$ cat config.mk
export PLATFORM = sky130hd
export DESIGN_NAME = legv8_control_sequencer
export DESIGN_NICKNAME = d
export VERILOG_FILES = /design/src/rtl/legv8_control_sequencer.sv
export SDC_FILE = /design/constraint.sdc
export NUM_CORES = 1
export LEC_CHECK = 0
export ABC_AREA = 1
export CORE_ASPECT_RATIO = 0.5
export CORE_MARGIN = 2
export CORE_UTILIZATION = 35
export CTS_BUF_LIST = sky130_fd_sc_hd__clkbuf_16
export CTS_CLUSTER_SIZE = 40
export DETAILED_ROUTE_END_ITERATION = 8
export PLACE_DENSITY = 0.65
export SLEW_MARGIN = 20
export SYNTH_ARGS = -nofsm -noshare
export SYNTH_HDL_FRONTEND = slang
export SYNTH_SLANG_ARGS = --single-unit
$ cat constraint.sdc
create_clock -name clock -period 6.48 [get_ports clock]
set_input_delay 1.296 -clock clock [delete_from_list [all_inputs] [get_ports clock]]
set_output_delay 1.296 -clock clock [all_outputs]
set_load 0.01 [all_outputs]
$ cat src/rtl/legv8_control_sequencer.sv
// Multi-cycle LEGv8 control unit: owns PC/IR, sequences FETCH -> EXEC (-> MEM),
// and decodes the datapath control word combinationally from state and IR.
//
// state   | meaning
// FETCH   | latch instruction into IR, record its address, advance pc by 4
// EXEC    | drive control word for IR; branches redirect pc here
// MEM     | second cycle of LDUR: RAM read data written back to Rt
// HALT    | absorbing stop state, left only by reset
module legv8_control_sequencer #(
  parameter logic [63:0] PC_RESET  = 64'd0,
  parameter logic [31:0] HALT_WORD = 32'h0
) (
  input  logic        clock,
  input  logic        reset,
  input  logic [31:0] instruction,
  input  logic [3:0]  status,
  output logic [63:0] pc,
  output logic [4:0]  DA,
  output logic [4:0]  SA,
  output logic [4:0]  SB,
  output logic [4:0]  FS,
  output logic        C0,
  output logic [63:0] k,
  output logic        Bsel,
  output logic        dataMux,
  output logic        regW,
  output logic        ramW,
  output logic        ramOE,
  output logic        halted
);

  typedef enum logic [1:0] {S_FETCH, S_EXEC, S_MEM, S_HALT} state_t;

  state_t      state, state_nxt;
  logic [31:0] ir, ir_nxt;
  logic [63:0] ir_pc, ir_pc_nxt, pc_nxt;

  logic [4:0]  da_c, sa_c, sb_c, fs_c;
  logic [63:0] k_c;
  logic        c0_c, bsel_c, dmux_c, regw_c, ramw_c, ramoe_c, halted_c;

  // Only the Z flag matters to CBZ; the rest of the status bus is ignored.
  logic status_unused;
  assign status_unused = ^status[3:1];

  logic [4:0]  rd, rn, rm;
  logic [63:0] k_imm12, k_shamt, k_dt9, br_cond, br_uncond;
  logic        op_add, op_sub, op_and, op_orr, op_addi, op_subi, op_lsl;
  logic        op_ldur, op_stur, op_cbz, op_b;

  assign rd        = ir[4:0];
  assign rn        = ir[9:5];
  assign rm        = ir[20:16];
  assign k_imm12   = {52'd0, ir[21:10]};
  assign k_shamt   = {58'd0, ir[15:10]};
  assign k_dt9     = {{55{ir[20]}}, ir[20:12]};
  assign br_cond   = {{43{ir[23]}}, ir[23:5], 2'b00};
  assign br_uncond = {{36{ir[25]}}, ir[25:0], 2'b00};

  assign op_add  = (ir[31:21] == 11'b10001011000);
  assign op_sub  = (ir[31:21] == 11'b11001011000);
  assign op_and  = (ir[31:21] == 11'b10001010000);
  assign op_orr  = (ir[31:21] == 11'b10101010000);
  assign op_lsl  = (ir[31:21] == 11'b11010011011);
  assign op_ldur = (ir[31:21] == 11'b11111000010);
  assign op_stur = (ir[31:21] == 11'b11111000000);
  assign op_addi = (ir[31:22] == 10'b1001000100);
  assign op_subi = (ir[31:22] == 10'b1101000100);
  assign op_cbz  = (ir[31:24] == 8'b10110100);
  assign op_b    = (ir[31:26] == 6'b000101);

  always_ff @(posedge clock) begin
    if (reset) begin
      state <= S_FETCH;
      pc    <= PC_RESET;
      ir    <= '0;
      ir_pc <= '0;
    end else begin
      state <= state_nxt;
      pc    <= pc_nxt;
      ir    <= ir_nxt;
      ir_pc <= ir_pc_nxt;
    end
  end

  always_comb begin
    state_nxt = state;
    pc_nxt    = pc;
    ir_nxt    = ir;
    ir_pc_nxt = ir_pc;
    da_c      = '0;
    sa_c      = '0;
    sb_c      = '0;
    fs_c      = '0;
    k_c       = '0;
    c0_c      = 1'b0;
    bsel_c    = 1'b0;
    dmux_c    = 1'b0;
    regw_c    = 1'b0;
    ramw_c    = 1'b0;
    ramoe_c   = 1'b0;
    halted_c  = 1'b0;
    case (state)
      S_FETCH: begin
        ir_nxt    = instruction;
        ir_pc_nxt = pc;
        if (instruction == HALT_WORD) begin
          state_nxt = S_HALT;
        end else begin
          pc_nxt    = pc + 64'd4;
          state_nxt = S_EXEC;
        end
      end
      S_EXEC, S_MEM: begin
        state_nxt = S_FETCH;
        if (op_add || op_sub || op_and || op_orr) begin
          da_c   = rd;
          sa_c   = rn;
          sb_c   = rm;
          regw_c = 1'b1;
          c0_c   = op_sub;
          fs_c   = op_add ? 5'b01000 : op_sub ? 5'b01001 : op_and ? 5'b00000 : 5'b00100;
        end else if (op_addi || op_subi) begin
          da_c   = rd;
          sa_c   = rn;
          k_c    = k_imm12;
          bsel_c = 1'b1;
          regw_c = 1'b1;
          c0_c   = op_subi;
          fs_c   = op_subi ? 5'b01001 : 5'b01000;
        end else if (op_lsl) begin
          da_c   = rd;
          sa_c   = rn;
          k_c    = k_shamt;
          bsel_c = 1'b1;
          regw_c = 1'b1;
          fs_c   = 5'b10000;
        end else if (op_ldur) begin
          // MEM repeats the address computation so RAM output stays valid for writeback.
          sa_c    = rn;
          k_c     = k_dt9;
          bsel_c  = 1'b1;
          fs_c    = 5'b01000;
          ramoe_c = 1'b1;
          if (state == S_EXEC) begin
            state_nxt = S_MEM;
          end else begin
            da_c   = rd;
            dmux_c = 1'b1;
            regw_c = 1'b1;
          end
        end else if (op_stur) begin
          sa_c   = rn;
          sb_c   = rd;
          k_c    = k_dt9;
          bsel_c = 1'b1;
          fs_c   = 5'b01000;
          ramw_c = 1'b1;
        end else if (op_cbz) begin
          sa_c   = rd;
          bsel_c = 1'b1;
          fs_c   = 5'b01000;
          if (status[0]) pc_nxt = ir_pc + br_cond;
        end else if (op_b) begin
          pc_nxt = ir_pc + br_uncond;
        end
        if (da_c == 5'd31) regw_c = 1'b0;
      end
      S_HALT: begin
        halted_c = 1'b1;
      end
      default: state_nxt = S_FETCH;
    endcase
  end

  // Reset blanks the control word immediately, so an aborted instruction never writes.
  assign DA      = reset ? '0 : da_c;
  assign SA      = reset ? '0 : sa_c;
  assign SB      = reset ? '0 : sb_c;
  assign FS      = reset ? '0 : fs_c;
  assign k       = reset ? '0 : k_c;
  assign C0      = !reset && c0_c;
  assign Bsel    = !reset && bsel_c;
  assign dataMux = !reset && dmux_c;
  assign regW    = !reset && regw_c;
  assign ramW    = !reset && ramw_c;
  assign ramOE   = !reset && ramoe_c;
  assign halted  = !reset && halted_c;

endmodule

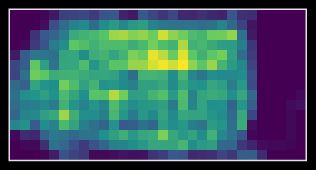
(run_1/wire_density.png)
(1 px per um) 30 x 15 tiles, from dark purple (low) to yellow (high), scaled to the fullest tile. Values are wire area over tile area, all layers added.
The mean over all tiles is 0.22. 38% of the tiles are over half the peak. The fullest tile reaches 0.59. 18% of the tiles are nearly empty.
GRT Total Usage: 26.79%
average wire length per cell after detail routing: 18.15 um
Final Routed Wirelength: 60180 um
number of vias in the routed layout: 17.23k

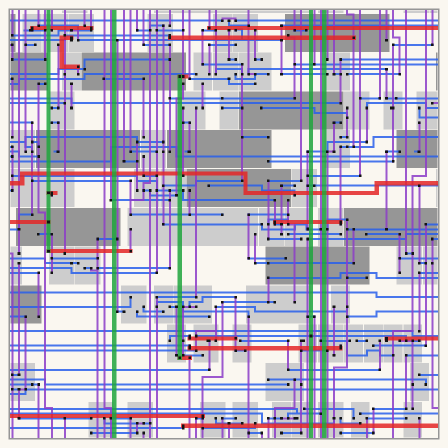
(run_1/zoom.png)
Window x 133 to 163, y 60 to 90 um. Cells in grey, sequential cells in the stronger grey; small squares are vias.
Key: blue = met1; purple = met2; green = met4; red = met3
67 logic cells have their middle in the window. Netlist names of flops here include `ir_pc` (6), `pc` (3). Most frequent: a21oi_1 (16), nand2_1 (10). Sequential cells in the window: 9.

==> run notes, run 1 <==
flow finished, numbers: nature of the critical path endpoint=primary output, number of buffer and inverter stages on the critical path=8, Die Width=approximately 300 um, chip area line of the yosys report=around 15000 um^2, number of max-slew violations in the final report=0, Synth Warn #=0, DR iter-0 viols=between 1.5k and 2k, overall overflow remaining after global route=0, MUX area fraction=0.1430%, kind of start point of the critical path=flop, total DRC errors in the routed layout=0, FF-to-FF path depth=19, instance tally after logic synthesis=2632, Clock Sink Count=about 160, synthesized-area fraction occupied by and/or/nand/nor cells=37.37%, min cycle time layout=5.187 ns, syn_area_per_cell=around 5.7 um^2, std cell rows=53, Required @ worst endpoint=approximately 5.2 ns, drt first pass iters=6, fillcell total=~4.6k, clock tree from TritonCTS=done, final setup violation count=0, max-cap violation count=0, parity-gate share of the synthesized area counting xor and xnor cells=1.825%, start of the worst register-to-register path=ir[28], number of placed I/O pins=roughly 190, worst max-slew margin expressed relative to the limit=26.11%, run status=complete, no violations, setup slack after placement=approximately 1.4 ns, kind of cell with the highest combined delay on the critical path=buffers and inverters, overall die height=about 150 um, first-pass GRT wire length=about 90000 um, post-synthesis cell type count=approximately 46, Compound Share, Synth=between 10% and 20%, net count entering floorplan=2741, fmax=approximately 190 MHz, # hold bufs at CTS=0, number of antenna violations at the first check in global routing=0, layout overhead on the synthesized area=17.31%, Main logic family=simple AND/OR/NAND/NOR gates, first element of the critical path=state[0], core footprint=41980 um^2, PostCTS Resize Cnt=0, fraction of the mapped netlist area in adder cells=6.021%, worst-skew pair later-pin latency=roughly 0.45 ns, Init Core Util=35.45%, Reg-to-Reg End=pc[60], synthesized cell area=roughly 15000 um^2, Worst VDD drop=between 0.2 and 0.25 mV, storage element area=roughly 3200 um^2, Max stage delay cell, worst path=sky130_fd_sc_hd__clkdlybuf4s50_1, worst hold endpoint=pc[1], most common logic cells in the final layout=sky130_fd_sc_hd__nand2_1 (713), sky130_fd_sc_hd__inv_1 (381), sky130_fd_sc_hd__nor2_1 (314), sky130_fd_sc_hd__a21oi_1 (247), sky130_fd_sc_hd__o21ai_0 (194), share of post-route cells with drive strength above 1=under 10%
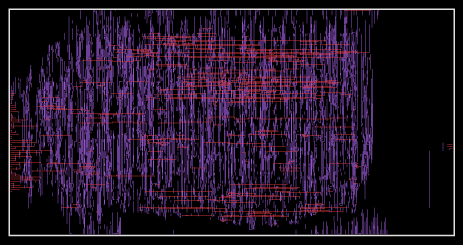
(run_1/metal_stack.png)
(1.5 px per um) Two of the layers only.
Key: red = met3 [wire length 4730 um]; purple = met2 [wire length 26.1 mm]

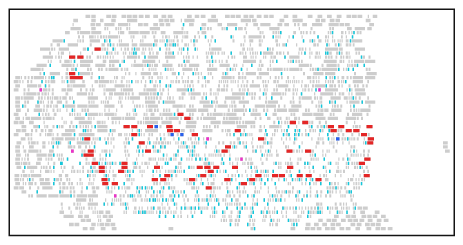
(run_1/gate_families.png)
(1.5 px per um)
Key: blue = AND-OR and OR-AND gates [cells 4, most used a21o_1]; red = adder and majority cells [cells 71, most used ha_1]; cyan = inverters [cells 393, most used inv_1]; magenta = AND and OR gates [cells 6, most used or2_2]

-- run 1: power by group --
part	total [mW]	leakage [nW]	switching [mW]	internal, mW
logic	0.965	6.44	0.620	0.345
registers	1.24	1.34	0.145	1.10
clock network	1.06	0.284	0.458	0.603
-- run 1: metal layers --
| layer | up-vias | track usage [%] | routed length, um |
|---|---|---|---|
| met2 | 675 | 41.83 | 26110 |
| met4 | 0 | 9.112 | 1980 |
| met1 | 7842 | 36.91 | 27370 |
| li1 | 8624 | - | - |
| met3 | 88 | 5.079 | 4730 |
| met5 | - | 0 | 0 |
-- run 1: area by class of cell --
class	instances	area share, %
clock buffer	17	2.437
clock inverter	14	0.9247
inverter	393	8.473
multi-input combinational	1953	54.19
tap	577	4.136
timing repair buffer	199	11.25
sequential	162	18.58
-- run 1: cell usage after synthesis (2+ instances only) --
library cell	count	share of area (%)
sky130_fd_sc_hd__nand3b_1	12	0.61
sky130_fd_sc_hd__nor2_2	5	0.21
sky130_fd_sc_hd__or2_2	4	0.17
sky130_fd_sc_hd__nand3_1	146	4.9
sky130_fd_sc_hd__a211oi_1	7	0.35
sky130_fd_sc_hd__o21ai_0	194	6.5
sky130_fd_sc_hd__nor2_1	314	7.9
sky130_fd_sc_hd__nand4_1	46	1.9
sky130_fd_sc_hd__buf_4	55	2.8
sky130_fd_sc_hd__o21ai_1	38	1.3
sky130_fd_sc_hd__nor4_1	4	0.17
sky130_fd_sc_hd__a22oi_1	8	0.40
sky130_fd_sc_hd__inv_1	382	9.6
sky130_fd_sc_hd__a21o_1	3	0.15
sky130_fd_sc_hd__ha_1	70	5.9
sky130_fd_sc_hd__buf_6	4	0.30
sky130_fd_sc_hd__o21bai_1	12	0.61
sky130_fd_sc_hd__and2_1	2	0.084
sky130_fd_sc_hd__inv_2	9	0.23
sky130_fd_sc_hd__xor2_1	30	1.8
sky130_fd_sc_hd__nor3_1	66	2.2
sky130_fd_sc_hd__dfxtp_1	162	22
sky130_fd_sc_hd__nor3_2	4	0.27
sky130_fd_sc_hd__a21oi_1	247	8.3
sky130_fd_sc_hd__clkbuf_1	53	1.3
sky130_fd_sc_hd__nand2_2	6	0.25
sky130_fd_sc_hd__a31oi_1	3	0.13
sky130_fd_sc_hd__buf_2	12	0.40
sky130_fd_sc_hd__nand2_1	713	18
sky130_fd_sc_hd__nor3_4	2	0.22
sky130_fd_sc_hd__nand2_4	2	0.15
sky130_fd_sc_hd__o22ai_1	3	0.13
-- run 1: sequential cells by signal, summed over array words and instances, names as in the netlist --
register  flops
ir_pc        64
pc           64
ir           32
state         2
-- run 1: cells by family (layout without fill, tap and decap cells) --
kind of cell | after synthesis | in the layout
xor gates and xnor gates | 31 | 31
AOI/OAI and AO/OA | 518 | 518
other | 1 | 1
buffers and inverters | 517 | 623
and+or+nand+nor | 1330 | 1330
adders and majority gates | 71 | 71
DFF | 162 | 162
muxes | 2 | 2
-- run 1: worst max path at each step --
stage / end / cells after the start
CTS: k[28] / 12
detailed placement: k[28] / 10
global placement: k[38] / 10
finish: k[35] / 12
floorplan: k[13] / 6
global route: k[42] / 12
==> run 2: changes to the inputs <==
clock period = 5.1 ns   (was 6.48 ns; I/O delays follow)
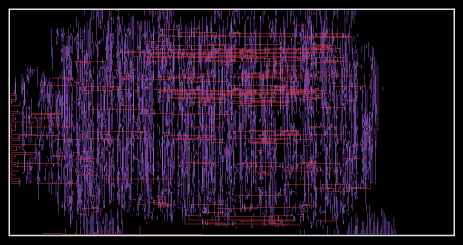
(run_2/metal_stack.png)
(1.5 px per um) Two of the layers only.
Key: purple = met2 [wire length 26.9 mm]; red = met3 [wire length 5100 um]
number of vias in the routed layout: 17.21k
Final Routed Wirelength: 60590 um
GRT Total Usage: 26.89%
average wire length per cell after detail routing: 18.27 um

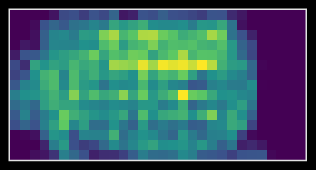
(run_2/wire_density.png)
(1 px per um) 30 x 15 tiles, from dark purple (low) to yellow (high), scaled to the fullest tile. Values are wire area over tile area, all layers added.
The fullest tile reaches 0.59. The mean over all tiles is 0.23. 35% of the tiles are over half the peak.

==> run 2 against run 1 <==
  * Synthesized cell count is the same
  * Flip-flop count is the same
  * Setup slack lost 0.75 ns
  * Critical endpoint is now k[29]
  * Area after synthesis is the same
  * Non-clock buffer count grew 2
==> run notes, run 2 <==
flow finished, numbers: run status=complete, no violations, syn_area_per_cell=~5.7 um^2, worst-skew pair later-pin latency=0.46 ns, parity-gate share of the synthesized area counting xor and xnor cells=~1.8%, number of antenna violations at the first check in global routing=1, Port Buffer Count=about 190, Init Core Util=between 30% and 40%, reported net switching power=approximately 1.6 mW, max-cap violation count=0, net count entering floorplan=about 2.7k, overall die height=149.8 um, switching share of power=around two fifths, drt first pass iters=7, Regs by FF count=ir_pc x64, pc x64, ir x32, synthesized-area fraction occupied by and/or/nand/nor cells=between 30 and 40%, storage element area=between 3000 and 4000 um^2, area share of the largest cell type after synthesis=21.80%, fraction of the mapped netlist area in adder cells=under 10%, logic gate share of total power=between 30 and 40%, chip area line of the yosys report=roughly 15000 um^2, number of placed I/O pins=around 190, count of antenna diodes in the layout=0, kind of start point of the critical path=flop, Clock Sink Count=about 160, std cell rows=about 53, Max stage delay cell, worst path=sky130_fd_sc_hd__clkdlybuf4s50_1, MUX area fraction=0.1430%, synthesized cell area=about 15000 um^2, Die Width=~300 um, Main logic family=simple AND/OR/NAND/NOR gates, worst max-slew margin expressed relative to the limit=a little over a third, nature of the critical path endpoint=primary output, Worst VDD drop=roughly 0.24 mV, clock network power share=30.3%, total DRC errors in the routed layout=0, core footprint=around 42000 um^2, top cell types by occurrence after synthesis=sky130_fd_sc_hd__nand2_1 (713), sky130_fd_sc_hd__inv_1 (382), sky130_fd_sc_hd__nor2_1 (314), post-synthesis cell type count=46, biggest area contributors in the synthesized netlist=sky130_fd_sc_hd__dfxtp_1 (22%), sky130_fd_sc_hd__nand2_1 (18%), sky130_fd_sc_hd__inv_1 (9.6%), fillcell total=roughly 4.6k, share of post-route cells with drive strength above 1=3.029%, DR iter-0 viols=a little under 2k, # hold bufs at CTS=0, PostCTS Resize Cnt=0, internal power of the cells=around 2.5 mW, number of max-slew violations in the final report=0, clock tree from TritonCTS=done, Synth Warn #=0, min cycle time layout=approximately 4.6 ns, Compound Share, Synth=between 10% and 20%, first-pass GRT wire length=around 90000 um, most common logic cells in the final layout=sky130_fd_sc_hd__nand2_1 (713), sky130_fd_sc_hd__inv_1 (383), sky130_fd_sc_hd__nor2_1 (314), sky130_fd_sc_hd__a21oi_1 (247), sky130_fd_sc_hd__o21ai_0 (194)
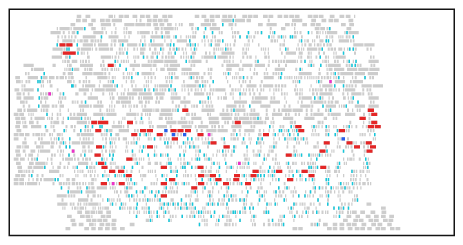
(run_2/gate_families.png)
(1.5 px per um)
Key: blue = AND-OR and OR-AND gates [cells 4, most used a21o_1]; red = adder and majority cells [cells 71, most used ha_1]; cyan = inverters [cells 393, most used inv_1]; magenta = AND and OR gates [cells 6, most used or2_2]
most instantiated logic cell after routing: sky130_fd_sc_hd__nand2_1
Final Non-Filler Cells: 3317
fraction of standard cell area in multi-input logic: 54.29%

[run 2: power by group through the flow]
stage                     logic [mW]  registers, mW  clock network [mW]
after floorplan                0.760           1.55                   0
after detailed placement        1.21           1.60                   0
final                           1.23           1.58                1.22
after global routing            1.36           1.59                1.28
after CTS                       1.22           1.57                1.23
after global placement          1.20           1.60                   0
[run 2: per-stage QoR]
stage	total power, mW	instances	setup WS, ns	util [%]
detailed placement	2.813	3286	0.8244	40.26
global placement	2.802	3286	0.8871	40.26
finish	4.027	3317	0.5459	41.54
CTS	4.022	3317	0.5578	41.54
floorplan	2.310	2632	0.5308	-
global route	4.229	3317	0.2721	41.54
[run 2: area by class of cell]
class	instances	share of cell area (%)
Sequential cell	162	18.60
Inverter	393	8.482
Timing Repair Buffer	201	11.42
Tap cell	577	4.141
Multi-Input combinational cell	1953	54.29
Clock buffer	17	2.440
Clock inverter	14	0.6243
[run 2: final timing paths]
kind | from | to | slack [ns] | depth (start not counted)
max | ir[23] | k[29] | 0.55 | 12
min | ir_pc[1] | pc[1] | 0.46 | 2
max reg2reg | ir[29] | pc[53] | 0.81 | 19
min reg2reg | ir_pc[1] | pc[1] | 0.46 | 2
[run 2: worst max-delay path: cells and delay by family (launching register included)]
family          cells  cell delay (ns)
compound gates      1             0.09
buf+inv             4             1.27
simple gates        7             1.27
flops               1             0.41
[run 2: kinds of logic (layout without fill, tap and decap cells)]
logic type      after synthesis  in the layout
flops                       162            162
simple gates               1330           1330
fa+ha+maj                    71             71
other cells                   1              1
compound gates              518            518
xor+xnor                     31             31
buf+inv                     517            625
mux                           2              2
[run 2: metal layers]
metal / vias up / share of wire (%) / wire, um / track usage [%]
li1: 8624 / - / - / -
met5: - / 0 / 0 / 0
met2: 648 / 44 / 26920 / 42.95
met1: 7855 / 44 / 26790 / 36.30
met4: 0 / 2.9 / 1784 / 8.959
met3: 80 / 8.4 / 5099 / 5.228
==> run_2/zoom.png <==
Window x 133 to 163, y 60 to 90 um. Cells in grey, sequential cells in the stronger grey; small squares are vias.
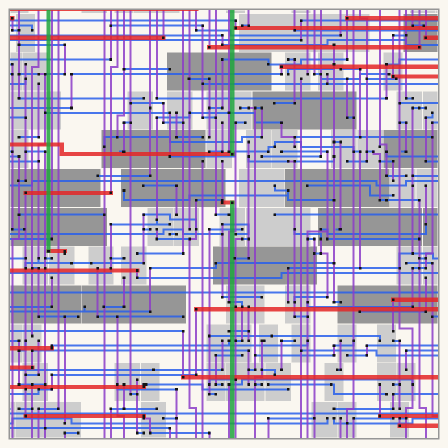

==> run 3: changes to the inputs <==
MAX_ROUTING_LAYER = met4   (was unset)
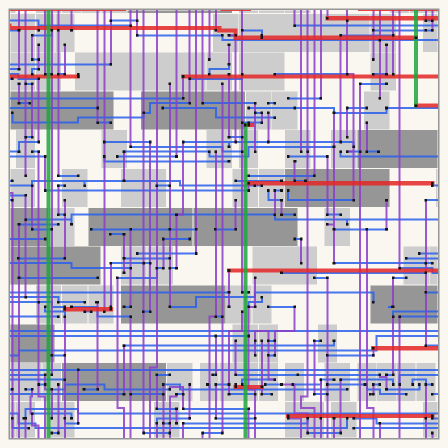
(run_3/zoom.png)
Window x 133 to 163, y 60 to 90 um. Cells in grey, sequential cells in the stronger grey; small squares are vias.
Key: purple = met2; blue = met1; green = met4; red = met3
Netlist names of flops here include `ir_pc` (9), `pc` (1). Sequential cells in the window: 10. 68 logic cells have their middle in the window. Most frequent: a21oi_1 (16), nand2_1 (11).

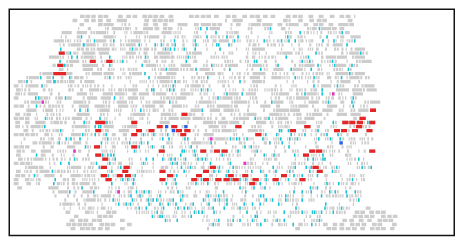
(run_3/gate_families.png)
(1.5 px per um)
Key: red = adder and majority cells [cells 71, most used ha_1]; blue = AND-OR and OR-AND gates [cells 4, most used a21o_1]; cyan = inverters [cells 393, most used inv_1]; magenta = AND and OR gates [cells 6, most used or2_2]
Final Non-Filler Cells: 3319
fraction of standard cell area in multi-input logic: 54.23%

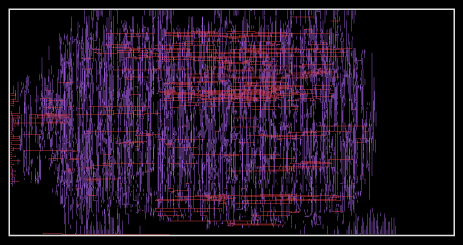
(run_3/metal_stack.png)
(1.5 px per um) Two of the layers only.
Key: purple = met2 [wire length 26.1 mm]; red = met3 [wire length 5220 um]
number of vias in the routed layout: 17.24k
Final Routed Wirelength: 59660 um
GRT Total Usage: 27.41%
average wire length per cell after detail routing: 17.97 um

==> run 3 against run 2 <==
  * Via count up 0.20%
  * Utilization about the same
  * Register-to-register slack worse by 0.07 ns
  * Critical endpoint is now k[59]
  * Synthesized cell count unchanged
  * Maximum frequency up 0.84%
  * Setup slack better by 0.038 ns
  * Clock-buffer cell count unchanged
  * Critical path depth unchanged
==> run notes, run 3 <==
flow finished, numbers: worst-skew pair later-pin latency=~0.44 ns, Setup TNS Final=0 ns, max-cap violation count=0, biggest area contributors in the synthesized netlist=sky130_fd_sc_hd__dfxtp_1 (22%), sky130_fd_sc_hd__nand2_1 (18%), sky130_fd_sc_hd__inv_1 (9.6%), kind of path behind the tightest hold check=flop to flop, number of antenna violations at the first check in global routing=0, kind of start point of the critical path=flop, Flop pwr share=about two fifths, PostCTS Resize Cnt=0, logic area=roughly 9500 um^2, final net count=around 2.8k, share of post-route cells with drive strength above 1=3.100%, Fin Hold WS=0.4607 ns, area share of the largest cell type after synthesis=21.80%, clock tree from TritonCTS=done, Required @ worst endpoint=just over 4 ns, Worst VDD drop=about 0.29 mV, share of the core filled with cells=between 40% and 50%, number of max-slew violations in the final report=0, logic gate share of total power=30.1%, core footprint=roughly 42000 um^2, overall die height=149.8 um, via count of the first global-routing pass=roughly 16k, Init Core Util=between 30% and 40%, number of enable flip-flop cells=0, total DRC errors in the routed layout=0, kind of cell with the highest combined delay on the critical path=buffers and inverters, drt first pass iters=6, number of placed I/O pins=around 190, # hold bufs at CTS=0, final setup violation count=0, Max stage delay cell, worst path=sky130_fd_sc_hd__clkdlybuf4s50_1, synthesized cell area=14880 um^2, syn_area_per_cell=5.653 um^2, top cell type by total area after synthesis=sky130_fd_sc_hd__dfxtp_1, first-pass GRT wire length=90080 um, count of antenna diodes in the layout=0, most instantiated logic cell after routing=sky130_fd_sc_hd__nand2_1, min cycle time layout=between 4 and 5 ns, Clock Sink Count=162, fmax=roughly 220 MHz, nature of the critical path endpoint=primary output, reported net switching power=1.560 mW, net count entering floorplan=roughly 2.7k, Port Buffer Count=approximately 190, switching share of power=between 30% and 40%, overall overflow remaining after global route=0, std cell rows=approximately 53, fillcell total=4584, number of buffer and inverter stages on the critical path=4, cell total after placement=~3.3k, chip area line of the yosys report=~15000 um^2, Regs by FF count=ir_pc x64, pc x64, ir x32, top cell types by occurrence after synthesis=sky130_fd_sc_hd__nand2_1 (713), sky130_fd_sc_hd__inv_1 (382), sky130_fd_sc_hd__nor2_1 (314), post-synthesis cell type count=roughly 46, instance tally after logic synthesis=about 2.6k, layout overhead on the synthesized area=17.30%, most common logic cells in the final layout=sky130_fd_sc_hd__nand2_1 (713), sky130_fd_sc_hd__inv_1 (381), sky130_fd_sc_hd__nor2_1 (314), sky130_fd_sc_hd__a21oi_1 (247), sky130_fd_sc_hd__o21ai_0 (194), storage element area=around 3200 um^2, clock network power share=31.2%, run status=complete, no violations, Die Width=about 300 um, dominant cell by count in the synthesized netlist=sky130_fd_sc_hd__nand2_1, internal power of the cells=2.508 mW
run 3: cell counts after synthesis:
Identical to the previous run, type by type.
run 3: layout make-up:
cell class	count	share of cell area (%)
clock buffers	17	2.437
clock inverters	15	0.7527
inverters	393	8.474
multi-input cells	1953	54.23
flip-flops and latches	162	18.58
well taps	577	4.136
repair buffers	202	11.38
run 3: logic make-up after synthesis:
group	share of synthesized area, %
mux	0.1430
flops	21.80
simple gates	37.37
compound gates	18.07
other cells	0.02520
buf+inv	14.75
fa+ha+maj	6.021
xor+xnor	1.825
run 3: power groups by stage:
| stage | Clock [mW] | Sequential (mW) | Combinational, mW |
|---|---|---|---|
| 5_1_grt | 1.33 | 1.59 | 1.36 |
| 4_1_cts | 1.27 | 1.57 | 1.21 |
| 3_3_place_gp | 0 | 1.60 | 1.20 |
| 6_report | 1.27 | 1.57 | 1.22 |
| 3_5_place_dp | 0 | 1.60 | 1.21 |
| 2_1_floorplan | 0 | 1.55 | 0.760 |
run 3: per-stage QoR:
step / setup slack [ns] / area [um^2] / total power [mW]
floorplan: 0.5308 / 14880 / 2.310
global route: 0.2918 / 17450 / 4.277
finish: 0.5838 / 17450 / 4.068
CTS: 0.5943 / 17450 / 4.054
global placement: 0.8127 / 16900 / 2.797
detailed placement: 0.8153 / 16900 / 2.806
run 3: final timing paths:
path / end / from / cells after the start / slack [ns]
setup / recovery: k[59] / ir[23] / 12 / 0.58
hold / removal: pc[1] / ir_pc[1] / 2 / 0.46
setup reg to reg: pc[56] / ir[29] / 20 / 0.74
hold reg to reg: pc[1] / ir_pc[1] / 2 / 0.46
run 3: per-layer routing:
metal  share of wire [%]  track usage [%]  vias up  wire length, um
li1                    -                -     8617                -
met1                  44            36.23     7793            26330
met2                  44            42.45      729            26120
met3                 8.7            4.782      103             5216
met4                 3.3            8.858        0             1991
met5                   0                -        -                0
run 3: tightest hold or removal path, delay by kind of cell (launching register included):
kind | cells | cell delay (ns)
compound gates | 1 | 0.05
simple gates | 1 | 0.06
flops | 1 | 0.31
No activity file was given, so power comes from the tool's default toggle rates.
